==> config.mk <==
export PLATFORM = sky130hd
export DESIGN_NAME = sb_rx_crc_ctrl
export DESIGN_NICKNAME = d
export VERILOG_FILES = /design/src/rtl/sb_rx_crc_ctrl.sv
export SDC_FILE = /design/constraint.sdc
export NUM_CORES = 1
export LEC_CHECK = 0
export CAP_MARGIN = 20
export CORE_MARGIN = 5
export CORE_UTILIZATION = 46
export CTS_CLUSTER_DIAMETER = 80
export DETAILED_ROUTE_END_ITERATION = 10
export PLACE_DENSITY = 0.67
export SLEW_MARGIN = 20
export SYNTH_ARGS = -nofsm -noshare
export SYNTH_HDL_FRONTEND = slang
export SYNTH_SLANG_ARGS = --single-unit
==> constraint.sdc <==
create_clock -name sb_clk -period 2 [get_ports sb_clk]
set_input_delay 0.3 -clock sb_clk [delete_from_list [all_inputs] [get_ports sb_clk]]
set_output_delay 0.3 -clock sb_clk [all_outputs]
set_load 0.02 [all_outputs]
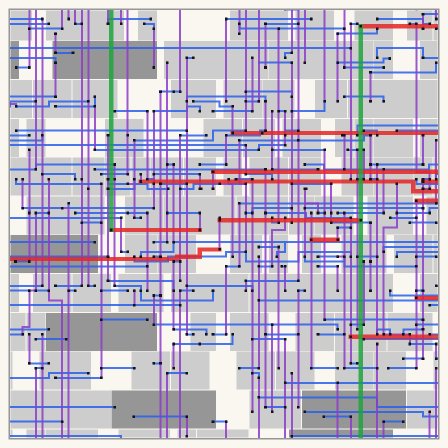
Figure 1: a small window of the routed layout.
Region (32, 32) to (62, 62) um. Cells in grey, sequential cells in the stronger grey; small squares are vias.
Key: red = M3; purple = M2; green = M4; blue = M1
79 logic cells have their middle in the window. Most frequent: buf_4 (23). Sequential cells in the window: 5.

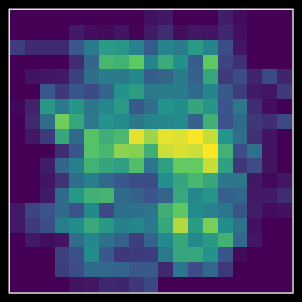
Figure 2: signal metal coverage by tile.
(3 px per um) The die is cut into 19 by 19 equal tiles; dark purple is low, yellow is high, scaled to the fullest tile. Values are wire area over tile area, all layers added.
The emptiest ninth of the die: top left. 23% of the tiles are nearly empty. The fullest tile reaches 0.48. 21% of the tiles are over half the peak. The mean over all tiles is 0.14. The densest ninth of the die: middle.
Global Route Usage Sum: 18.30%
drt total wl: 7596 um
WL per Instance: 13.84 um

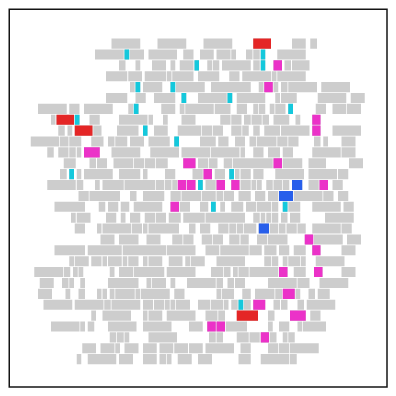
Figure 3: gate families picked out.
(4 px per um)
Key: red = fa/ha/maj cells [cells 4]; blue = non-inverting ao/oa cells [cells 3]; magenta = and/or cells [cells 24]; cyan = inv cells [cells 19]
Non-Filler Instances: 549
Commonest Layout Cell: buf_4
logic share of the area: 41.84%

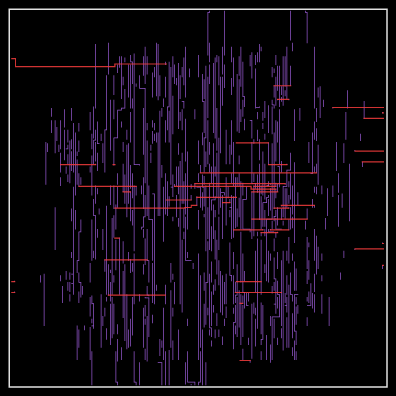
Figure 4: signal wires by layer.
(4 px per um) Only two layers are drawn.
Key: red = M3 [wire length 342 um]; purple = M2 [wire length 3720 um]
via count: 2886

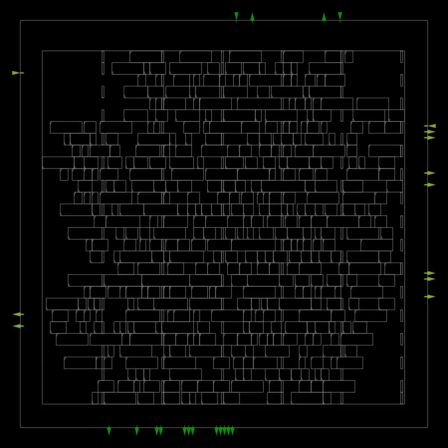
Figure 5: cell placement.
Site Rows: 30
tapcell count: 96
Layout Utilization: 63.83%
Core ar.: 0.006832 mm2
flip-flops: 66

==> flow_metrics.env <==
# yosys + openroad results
export IMPL_status="finished, violations left"
export IMPL_violations="setup timing"
export IMPL_dpl_cell_area_mm2=0.004000
export IMPL_antenna_found_initial=0
export IMPL_hold_class="in2reg"
export IMPL_place_inst=526
export IMPL_rsz0062_at_grt="true"
export IMPL_firstDrtPassIters=4
export IMPL_use_met2_pct=30.10
export IMPL_wl_met3_um=342
export IMPL_synthXorXnorAreaFrac_pct=3.771
export IMPL_path_clk_slew_ns=0.08
export IMPL_setup_viol=1
export IMPL_pg_seq_mw=1.48
export IMPL_diodes=0
export IMPL_synthTopCellsByCount="dfxtp_1, nand2_1, nor2_1"
export IMPL_switching_share_pct=31.31
export IMPL_layout_drive_gt1_share_pct=27.59
export IMPL_endpoint_kind="flop"
export IMPL_seq_cell_share_pct=30.56
export IMPL_cpPeakStageDelay_ns=0.51
export IMPL_logic_area_mm2=0.001824
export IMPL_grt_max_degree=33
export IMPL_drcViolationCount=0
export IMPL_setup_tns_ns=-0.009595
export IMPL_cp_start_kind="input port"
export IMPL_ys_sh_adder_pct=1.539
export IMPL_gr_total_overflow=0
export IMPL_numCtsBuffers=9
export IMPL_fin_ws_ns=-0.009595
export IMPL_powerClk_mw=1.14
export IMPL_final_nets=456
export IMPL_ant_nets=0
export IMPL_largest_reg_flops=9
export IMPL_grt_pass1_vias=2773
export IMPL_post_cts_resized=8
export IMPL_inverters=19
export IMPL_cts_tree="yes"
